$ cat src/rtl/stopwatch_counter.sv
// Stopwatch time base and MM:SS.CC BCD counter with synchronised EN/load controls.
// Optional lap freeze of the digit outputs is enabled by defining LAP_HOLD_EN.
module stopwatch_counter #(
    parameter int TICK_DIV    = 500000,
    parameter int SYNC_STAGES = 2
) (
    input  logic       clk,
    input  logic       rst,
    input  logic       EN,
    input  logic       load,
`ifdef LAP_HOLD_EN
    input  logic       lap,
`endif
    input  logic [7:0] preset_mm,
    input  logic [7:0] preset_ss,
    input  logic [7:0] preset_cc,
    output logic [3:0] cc_lo,
    output logic [3:0] cc_hi,
    output logic [3:0] ss_lo,
    output logic [3:0] ss_hi,
    output logic [3:0] mm_lo,
    output logic [3:0] mm_hi,
    output logic       tick,
    output logic       wrap
);

    localparam int              PW       = (TICK_DIV > 1) ? $clog2(TICK_DIV) : 1;
    localparam logic [PW-1:0]   PRE_LAST = PW'(TICK_DIV - 1);

    // Out-of-range preset digits collapse to zero.
    function automatic logic [3:0] san_digit(input logic [3:0] d, input logic [3:0] max_d);
        if (d > max_d) begin
            return 4'd0;
        end else begin
            return d;
        end
    endfunction

    // One BCD digit step: returns {carry_out, digit}.
    function automatic logic [4:0] bcd_step(input logic [3:0] d, input logic [3:0] max_d,
                                            input logic cin);
        if (!cin) begin
            return {1'b0, d};
        end else if (d == max_d) begin
            return {1'b1, 4'd0};
        end else begin
            return {1'b0, d + 4'd1};
        end
    endfunction

    logic [SYNC_STAGES-1:0] en_sync_r;
    logic [SYNC_STAGES-1:0] load_sync_r;
    logic                   en_s;
    logic                   load_s;
    logic [PW-1:0]          pre_r;
    logic [PW-1:0]          pre_next_s;
    logic [23:0]            count_r;
    logic [23:0]            count_next_s;
    logic [23:0]            count_inc_s;
    logic [23:0]            preset_val_s;
    logic [23:0]            disp_s;
    logic                   wrap_inc_s;
    logic                   tick_r;
    logic                   wrap_r;
    logic                   tick_next_s;
    logic                   wrap_next_s;
    logic [4:0]             st0_s, st1_s, st2_s, st3_s, st4_s, st5_s;

    assign en_s   = en_sync_r[SYNC_STAGES-1];
    assign load_s = load_sync_r[SYNC_STAGES-1];

    assign preset_val_s = {san_digit(preset_mm[7:4], 4'd5), san_digit(preset_mm[3:0], 4'd9),
                           san_digit(preset_ss[7:4], 4'd5), san_digit(preset_ss[3:0], 4'd9),
                           san_digit(preset_cc[7:4], 4'd9), san_digit(preset_cc[3:0], 4'd9)};

    // Full ripple of the +1 cs increment across all six digits.
    always_comb begin
        st0_s       = bcd_step(count_r[3:0],   4'd9, 1'b1);
        st1_s       = bcd_step(count_r[7:4],   4'd9, st0_s[4]);
        st2_s       = bcd_step(count_r[11:8],  4'd9, st1_s[4]);
        st3_s       = bcd_step(count_r[15:12], 4'd5, st2_s[4]);
        st4_s       = bcd_step(count_r[19:16], 4'd9, st3_s[4]);
        st5_s       = bcd_step(count_r[23:20], 4'd5, st4_s[4]);
        count_inc_s = {st5_s[3:0], st4_s[3:0], st3_s[3:0], st2_s[3:0], st1_s[3:0], st0_s[3:0]};
        wrap_inc_s  = st5_s[4];
    end

    // Mode decode: load beats enable; hold freezes prescaler and digits.
    always_comb begin
        count_next_s = count_r;
        pre_next_s   = pre_r;
        tick_next_s  = 1'b0;
        wrap_next_s  = 1'b0;
        if (load_s) begin
            count_next_s = preset_val_s;
            pre_next_s   = '0;
        end else if (en_s) begin
            if (pre_r == PRE_LAST) begin
                pre_next_s   = '0;
                count_next_s = count_inc_s;
                tick_next_s  = 1'b1;
                wrap_next_s  = wrap_inc_s;
            end else begin
                pre_next_s   = pre_r + PW'(1);
            end
        end else begin
            count_next_s = count_r;
            pre_next_s   = pre_r;
        end
    end

    // Synchronisers, prescaler, live count and registered pulses.
    always_ff @(posedge clk or posedge rst) begin
        if (rst) begin
            en_sync_r   <= '0;
            load_sync_r <= '0;
            pre_r       <= '0;
            count_r     <= 24'h000000;
            tick_r      <= 1'b0;
            wrap_r      <= 1'b0;
        end else begin
            en_sync_r   <= {en_sync_r[SYNC_STAGES-2:0], EN};
            load_sync_r <= {load_sync_r[SYNC_STAGES-2:0], load};
            pre_r       <= pre_next_s;
            count_r     <= count_next_s;
            tick_r      <= tick_next_s;
            wrap_r      <= wrap_next_s;
        end
    end

`ifdef LAP_HOLD_EN
    logic [SYNC_STAGES-1:0] lap_sync_r;
    logic                   lap_s;
    logic                   lap_prev_r;
    logic                   lap_rise_s;
    logic                   frozen_r;
    logic [23:0]            latch_r;
    logic [23:0]            disp_r;

    assign lap_s      = lap_sync_r[SYNC_STAGES-1];
    assign lap_rise_s = lap_s & ~lap_prev_r;

    // Lap freeze: first rise captures the live count, next rise or load releases it.
    always_ff @(posedge clk or posedge rst) begin
        if (rst) begin
            lap_sync_r <= '0;
            lap_prev_r <= 1'b0;
            frozen_r   <= 1'b0;
            latch_r    <= 24'h000000;
            disp_r     <= 24'h000000;
        end else begin
            lap_sync_r <= {lap_sync_r[SYNC_STAGES-2:0], lap};
            lap_prev_r <= lap_s;
            if (load_s) begin
                frozen_r <= 1'b0;
                disp_r   <= count_next_s;
            end else if (lap_rise_s && !frozen_r) begin
                frozen_r <= 1'b1;
                latch_r  <= count_r;
                disp_r   <= count_r;
            end else if (lap_rise_s) begin
                frozen_r <= 1'b0;
                disp_r   <= count_next_s;
            end else if (frozen_r) begin
                disp_r   <= latch_r;
            end else begin
                disp_r   <= count_next_s;
            end
        end
    end

    assign disp_s = disp_r;
`else
    assign disp_s = count_r;
`endif

    assign {mm_hi, mm_lo, ss_hi, ss_lo, cc_hi, cc_lo} = disp_s;
    assign tick = tick_r;
    assign wrap = wrap_r;

endmodule
$ cat config.mk
export PLATFORM = sky130hd
export DESIGN_NAME = stopwatch_counter
export DESIGN_NICKNAME = d
export VERILOG_FILES = /design/src/rtl/stopwatch_counter.sv
export SDC_FILE = /design/constraint.sdc
export NUM_CORES = 1
export LEC_CHECK = 0
export CAP_MARGIN = 20
export CORE_ASPECT_RATIO = 1.1
export CORE_MARGIN = 4
export CORE_UTILIZATION = 23
export CTS_CLUSTER_DIAMETER = 60
export DETAILED_ROUTE_END_ITERATION = 12
export GPL_ROUTABILITY_DRIVEN = 0
export PLACE_DENSITY = 0.49
export SYNTH_ARGS = -nofsm -noshare
export SYNTH_HDL_FRONTEND = slang
export SYNTH_SLANG_ARGS = --single-unit
$ cat constraint.sdc
create_clock -name clk -period 2.2 [get_ports clk]
set_input_delay 0.44 -clock clk [delete_from_list [all_inputs] [get_ports clk]]
set_output_delay 0.44 -clock clk [all_outputs]
set_load 0.03 [all_outputs]
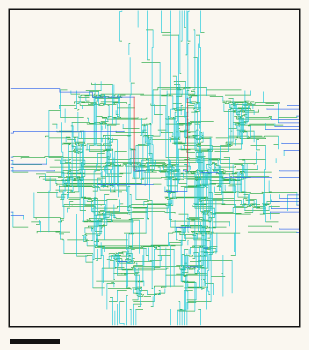
Run 1: metal layers overlaid
Bar = 20 um.
layer	colour	wire length
met2	cyan	3950 um
met1	green	3700 um
met4	red	57.8 um
met3	blue	354 um
via count: 2632
wire length per cell: 14.85 um
GRT Overall Usage: 0.1150

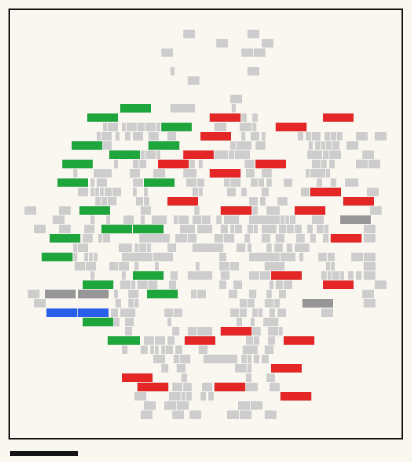
Run 1: where the registers sit
Bar = 20 um. Other sequential cells in the stronger grey, the rest of the logic in the fainter grey.
name in the netlist	colour	sequential cells
`pre_r`	green	19
`count_r`	red	24
`load_sync_r`	blue	2
not coloured	4
reported sequential group power: 991 uW
sequential cell area: 1227 sq um
core utilization of the finished layout: 0.3262

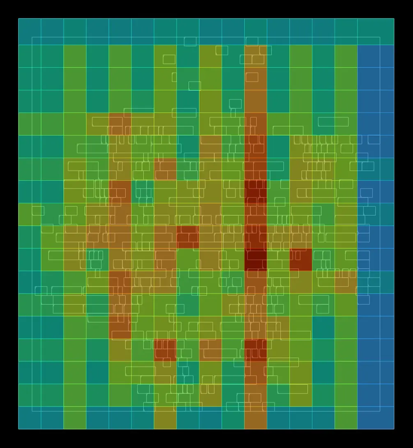
Run 1: congestion heat map
GR peak layer: met2
met1 track demand over resource in global routing: 0.1497
met2 track demand over resource: 0.1963
met3 routing resource usage after global routing: 0.02513

==> notes.md, run 1 <==
Implementation numbers.

- The run finished with clean final reports.
- The tightest hold path in the finished design has a slack of roughly 0.35 ns.
- The worst endpoint required time is 2.38 ns.
- The proportion of layout cells with a drive suffix above 1 is 0.1260.
- The path with the worst hold slack has its endpoint at load_sync_r[1]$_DFF_PP0_.
- The maximum number of pins on one net before global-route repair is approximately 50.
- The most frequently used flop master after synthesis is sky130_fd_sc_hd__dfrtp_1.
- The number of cells produced by synthesis is about 310.
- The top cell types in the final layout, fill and taps aside, are sky130_fd_sc_hd__clkdlybuf4s50_1, sky130_fd_sc_hd__dfrtp_1, sky130_fd_sc_hd__nor2_1, sky130_fd_sc_hd__buf_4, sky130_fd_sc_hd__nand2_1.
- The number of instances on the worst hold path is 0.
- Of the total standard cell area in the layout, the sequential portion is 0.3100.
- In this run the standard cell core region covers 12140 sq um.
- TritonCTS built the clock tree.
- The start-to-end type of the worst setup path is reg2reg.
- According to the timing report, the arrival time at the worst endpoint equals between 2 and 2.5 ns.
- The transition time at the pin with the least slew margin is 0.4354 ns.
- Logic depth along the worst register-to-register path is recorded as 7.
- The power dissipated in combinational cells is 364 uW.
- The largest individual stage delay along the critical path comes from the cell sky130_fd_sc_hd__or4_4.
- The type of destination of the critical path is a flip-flop.
- Excluding fillers, the count of instances in the completed layout stands at between 500 and 600.
- After routing, the total negative slack on setup checks comes to 0 ns.
- From bottom edge to top edge, the die measures between 100 and 150 um.
- The number of well-tap cells placed is 154.
- The summed area of non-filler cells in the final layout is about 4000 sq um.
- The average instance area after synthesis is 9.202 sq um.
- The timing report notes that buffer and inverter cells on the critical path total 1.
- By count the netlist is led by sky130_fd_sc_hd__dfrtp_1, sky130_fd_sc_hd__nor2_1, sky130_fd_sc_hd__nand2_1, sky130_fd_sc_hd__nand3_1, sky130_fd_sc_hd__o21ai_0.
- After detailed routing, the number of remaining DRC violations is 0.
- The maximum vdd ir drop is 0.3132 mV.
- The net count of the mapped netlist is 352.
- The internal portion of the total power is 1.532 mW.
- The mapped netlist covers approximately 2900 sq um.
- The most numerous logic cell after layout is sky130_fd_sc_hd__clkdlybuf4s50_1.
- For this run, the register share of the synthesized area comes to 0.4257.
- The HPWL reported at the end of detailed placement is 6.037 mm.
- The area growth from synthesis to layout is 37.49%.
- In this run the count of I/O pins placed on the die edge is 54.
- The simple-gate area share of the yosys netlist is 0.2750.
- The clock buffers instantiated in the layout total 6.
- The register ranked first by flip-flop count is count_r.
- The registers of the reported paths see a clock transition of 0.07 ns.
==> run 2: changes to the inputs <==
Settings changed: CTS_CLUSTER_DIAMETER 60 to 50.
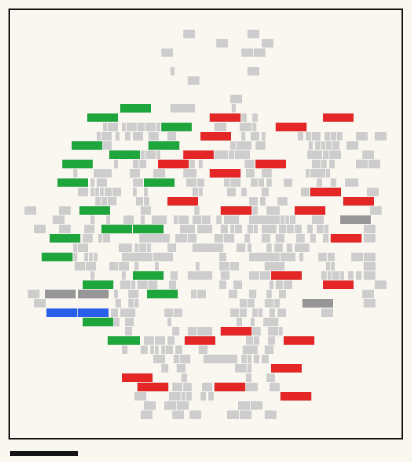
Run 2: where the registers sit
Bar = 20 um. Other sequential cells in the stronger grey, the rest of the logic in the fainter grey.
name in the netlist	colour	sequential cells
`load_sync_r`	blue	2
`count_r`	red	24
`pre_r`	green	19
not coloured	4
fraction of area in registers: 0.3100

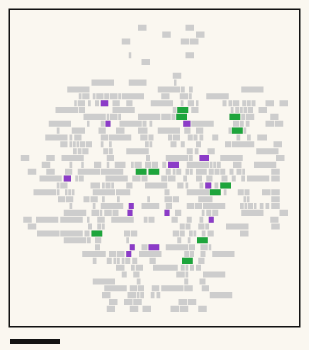
Run 2: gate-type map
Bar = 20 um.
family	colour	cells
AND and OR gates	purple	14
adder and majority cells	green	11
logic share of the area: 0.4016
Post-Layout Cell Count: 543
top logic cell by instance count in the layout: sky130_fd_sc_hd__clkdlybuf4s50_1

==> run 2 against run 1 <==
Clock skew stayed put. Global-route usage did not move. Synthesized area unchanged. Clock power about the same. Utilization stayed put. Critical endpoint unchanged. Highest routed layer unchanged.
==> notes.md, run 2 <==
Implementation numbers.

- The logic depth of the worst setup path including buffers came to 7 (unchanged).
- The most frequently used flop master after synthesis is sky130_fd_sc_hd__dfrtp_1 (unchanged).
- The synthesis-stage register bit count is 49 (unchanged).
- The transition time at the pin with the least slew margin is 0.4354 ns (unchanged).
- Most frequent cells in the layout: sky130_fd_sc_hd__clkdlybuf4s50_1, sky130_fd_sc_hd__dfrtp_1, sky130_fd_sc_hd__nor2_1, sky130_fd_sc_hd__buf_4, sky130_fd_sc_hd__nand2_1 (unchanged).
- The layout-stage area growth over the synthesis result is 37.49% (unchanged).
- The total negative slack for setup checks came to 0 ns (unchanged).
- The power dissipated in combinational cells is 364 uW (about the same).
- The number of cells produced by synthesis is 313 (unchanged).
- The signal arrival time at the worst endpoint is 2.22 ns (about the same).
- The number of buffers and inverters on the critical path is 1 (unchanged).
- The worst endpoint required time is 2.38 ns (about the same).
- Run status: completed (unchanged).
- The HPWL reported at the end of detailed placement is 6.037 mm (unchanged).
- The core footprint is 12140 sq um (unchanged).
- The aggregate global-route resource usage came to 0.1150 (unchanged).
- The number of well-tap cells placed is 154 (unchanged).
- The total met3 wirelength after detailed routing is 353 um (unchanged).
- The fraction of met2 tracks used by global routing is 0.1963 (unchanged).
- The number of setup buffers added after CTS is 0 (unchanged).
- The wire length per cell after detailed routing is 14.85 um (unchanged).
- The clock buffer count in the final layout is 6 (unchanged).
- Most frequent cells after synthesis: sky130_fd_sc_hd__dfrtp_1, sky130_fd_sc_hd__nor2_1, sky130_fd_sc_hd__nand2_1, sky130_fd_sc_hd__nand3_1, sky130_fd_sc_hd__o21ai_0 (unchanged).
- The cell at the slowest stage of the critical path is sky130_fd_sc_hd__or4_4 (unchanged).
- The routed metal-1 wire length is 3.699 mm (unchanged).
- The number of instances on the worst hold path is 0 (unchanged).
- The post-synth design cell area was 2880 sq um (unchanged).
- The count of pins on the block boundary is 54 (unchanged).
- The CTS tree is built (unchanged).
- The length in cells of the worst reg-to-reg path is 7 (unchanged).
- The fraction of the core area covered by cells at the end of the flow is 0.3262 (unchanged).
- The net count of the mapped netlist came to 352 (unchanged).
- The met3 capacity usage during global routing was 0.02513 (unchanged).
- The leakage power figure was 1.585 nW (unchanged).
- The area taken by flip-flops and latches came to 1227 sq um (unchanged).
- Largest registers: count_r (24), pre_r (19) (unchanged).
- The fraction of registers with async set/reset is 1.000 (unchanged).
- The detailed-route via count is 2632 (unchanged).
- The capture endpoint of the worst hold path was load_sync_r[1]$_DFF_PP0_ (unchanged).
- The routing layer with the top usage in global route is met2 (unchanged).
- The start-to-end type of the worst setup path is reg2reg (unchanged).
- The count of flip-flops with a built-in enable after synthesis is 0 (unchanged).
- The highest metal layer with signal wires was met4 (unchanged).
- The residual antenna-violating net count after detailed routing came to 0 (unchanged).
- The type of destination of the critical path is a flip-flop (unchanged).
- The maximum vdd ir drop is 0.3132 mV (unchanged).
- The dominant kind of cell by area is combinational gates (unchanged).
- The fraction of power consumed by the clock network came to 0.363 (about the same).
- The number of detailed-route iterations in the first pass was 4 (unchanged).
- The global routing usage on met1 is 0.1497 (unchanged).
- The count of cell types in the netlist was 52 (unchanged).
- The register ranked first by flip-flop count is count_r (unchanged).
- The maximum number of pins on one net before global-route repair came to 50 (unchanged).
- The post-synthesis cell count from yosys came to 313 (unchanged).
- The overall power of the completed layout is 2.126 mW (unchanged).
- The summed area of non-filler cells in the final layout was 3960 sq um (unchanged).
- The power drawn by the sequential cells is 991 uW (about the same).
- The simple-gate area share of the yosys netlist was 0.2750 (unchanged).
- The remaining design rule violation count came to 0 (unchanged).
- The average instance area after synthesis is 9.202 sq um (unchanged).
- The area fraction of the dominant cell type after synthesis is 0.4257 (unchanged).
- The sequential cell area fraction in the yosys report is 0.4257 (unchanged).
- The worst hold slack after final layout came to 0.3490 ns (unchanged).
- The cell-internal power is 1.532 mW (unchanged).
- The clock edge transition at the registers on the reported setup and hold paths is 0.07 ns (about the same).
- The height of the die was 125.4 um (unchanged).
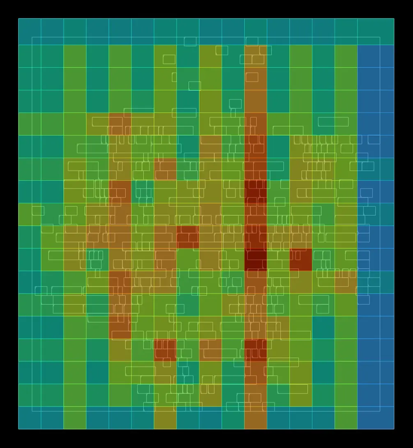
Run 2: congestion heat map

==> run 3: changes to the inputs <==
Settings changed: CORE_MARGIN 4 to 3.
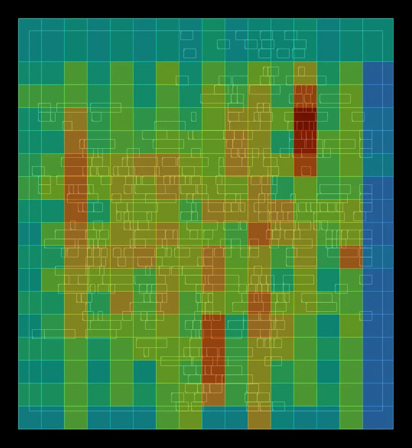
Run 3: congestion heat map
met3 routing resource usage after global routing: 0.02643
met2 track demand over resource: 0.2048
GRT Overall Usage: 0.1175

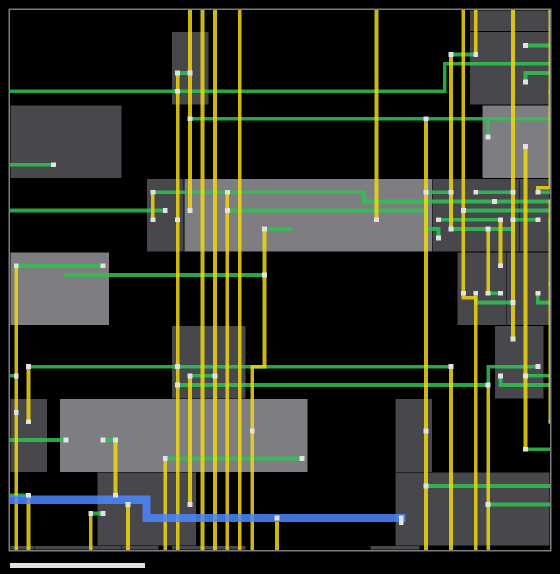
Run 3: a small window of the routed layout
Bar = 5 um. Window x 46 to 66, y 76 to 96 um. Cells in grey, sequential cells in the stronger grey; small squares are vias.
layer	colour
met3	blue
met1	green
met2	yellow
sequential cells in the window	2
cells with their middle in the window	13
most frequent	dfrtp_1 (2)
netlist names of flops here include	`count_r` (2)

==> run 3 against run 2 <==
Sequential cell count unchanged. Utilization fell by 0.24 points. Fmax is 0.48% higher. Clock skew is 0.0011 ns lower. Clock power fell by 3.4%. Die size shrank 3.3%. Sequential power fell by 0.5%. Combinational power increased by 1%. Worst hold slack got worse by 0.037 ns. Via count is 1.1% lower. Critical path type unchanged. Largest power group unchanged.
==> notes.md, run 3 <==
Implementation numbers.

- Run status: completed (unchanged).
- The core footprint was 12140 sq um (unchanged).
- The total negative slack for setup checks is 0 ns (unchanged).
- The cell at the slowest stage of the critical path is sky130_fd_sc_hd__or4_4 (unchanged).
- The fraction of registers with async set/reset is 1.000 (unchanged).
- The count of cell types in the netlist came to 52 (unchanged).
- The clock buffer count in the final layout is 8 (was 6).
- Largest registers: count_r (24), pre_r (19) (unchanged).
- The signal arrival time at the worst endpoint is 2.24 ns (was 2.22 ns).
- The wire length per cell after detailed routing came to 14.71 um (was 14.85 um).
- The number of detailed-route iterations in the first pass was 4 (unchanged).
- The summed area of non-filler cells in the final layout is 3931 sq um (was 3960 sq um).
- The global routing usage on met1 came to 0.1456 (was 0.1497).
- The flip-flop and latch share of the layout cell area is 0.3119 (was 0.3100).
- The power drawn by the sequential cells came to 986 uW (was 991 uW).
- The number of buffers and inverters on the critical path was 1 (unchanged).
- The CTS tree is built (unchanged).
- The post-synthesis cell count from yosys came to 313 (unchanged).
- The synthesis-stage register bit count is 49 (unchanged).
- Most frequent cells after synthesis: sky130_fd_sc_hd__dfrtp_1, sky130_fd_sc_hd__nor2_1, sky130_fd_sc_hd__nand2_1, sky130_fd_sc_hd__nand3_1, sky130_fd_sc_hd__o21ai_0 (unchanged).
- The count of flip-flops with a built-in enable after synthesis was 0 (unchanged).
- The height of the die was 123.4 um (was 125.4 um).
- The sequential cell area fraction in the yosys report came to 0.4257 (unchanged).
- The worst endpoint required time was 2.41 ns (was 2.38 ns).
- The HPWL reported at the end of detailed placement is 6.090 mm (was 6.037 mm).
- The net count of the mapped netlist is 352 (unchanged).
- The area taken by flip-flops and latches came to 1226 sq um (was 1227 sq um).
- The total met3 wirelength after detailed routing is 311 um (was 353 um).
- The proportion of layout cells with a drive suffix above 1 is 0.1134 (was 0.1260).
- The residual antenna-violating net count after detailed routing is 0 (unchanged).
- The area fraction of the dominant cell type after synthesis was 0.4257 (unchanged).
- The average instance area after synthesis came to 9.202 sq um (unchanged).
- The layout-stage area growth over the synthesis result was 36.49% (was 37.49%).
- The maximum number of pins on one net before global-route repair came to 30 (was 50).
- The power dissipated in combinational cells is 369 uW (was 364 uW).
- The length in cells of the worst reg-to-reg path was 7 (unchanged).
- The clock edge transition at the registers on the reported setup and hold paths was 0.07 ns (about the same).
- The transition time at the pin with the least slew margin came to 0.4469 ns (was 0.4354 ns).
- Most frequent cells in the layout: sky130_fd_sc_hd__clkdlybuf4s50_1, sky130_fd_sc_hd__dfrtp_1, sky130_fd_sc_hd__nor2_1, sky130_fd_sc_hd__buf_4, sky130_fd_sc_hd__nand2_1 (unchanged).
- The fraction of power consumed by the clock network is 0.355 (was 0.363).
- The post-synth design cell area was 2880 sq um (unchanged).
- The leakage power figure is 1.568 nW (was 1.585 nW).
- The count of pins on the block boundary is 54 (unchanged).
- The detailed-route via count is 2603 (was 2632).
- The register ranked first by flip-flop count was count_r (unchanged).
- The routing layer with the top usage in global route is met2 (unchanged).
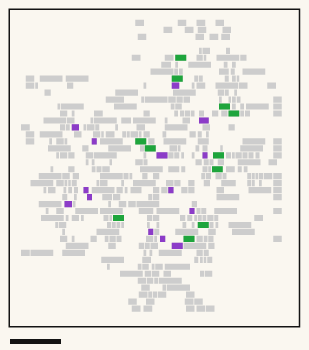
Run 3: gate-type map
Bar = 20 um.
Post-Layout Cell Count: 542
logic share of the area: 0.4042

No activity file was given, so power comes from the tool's default toggle rates.
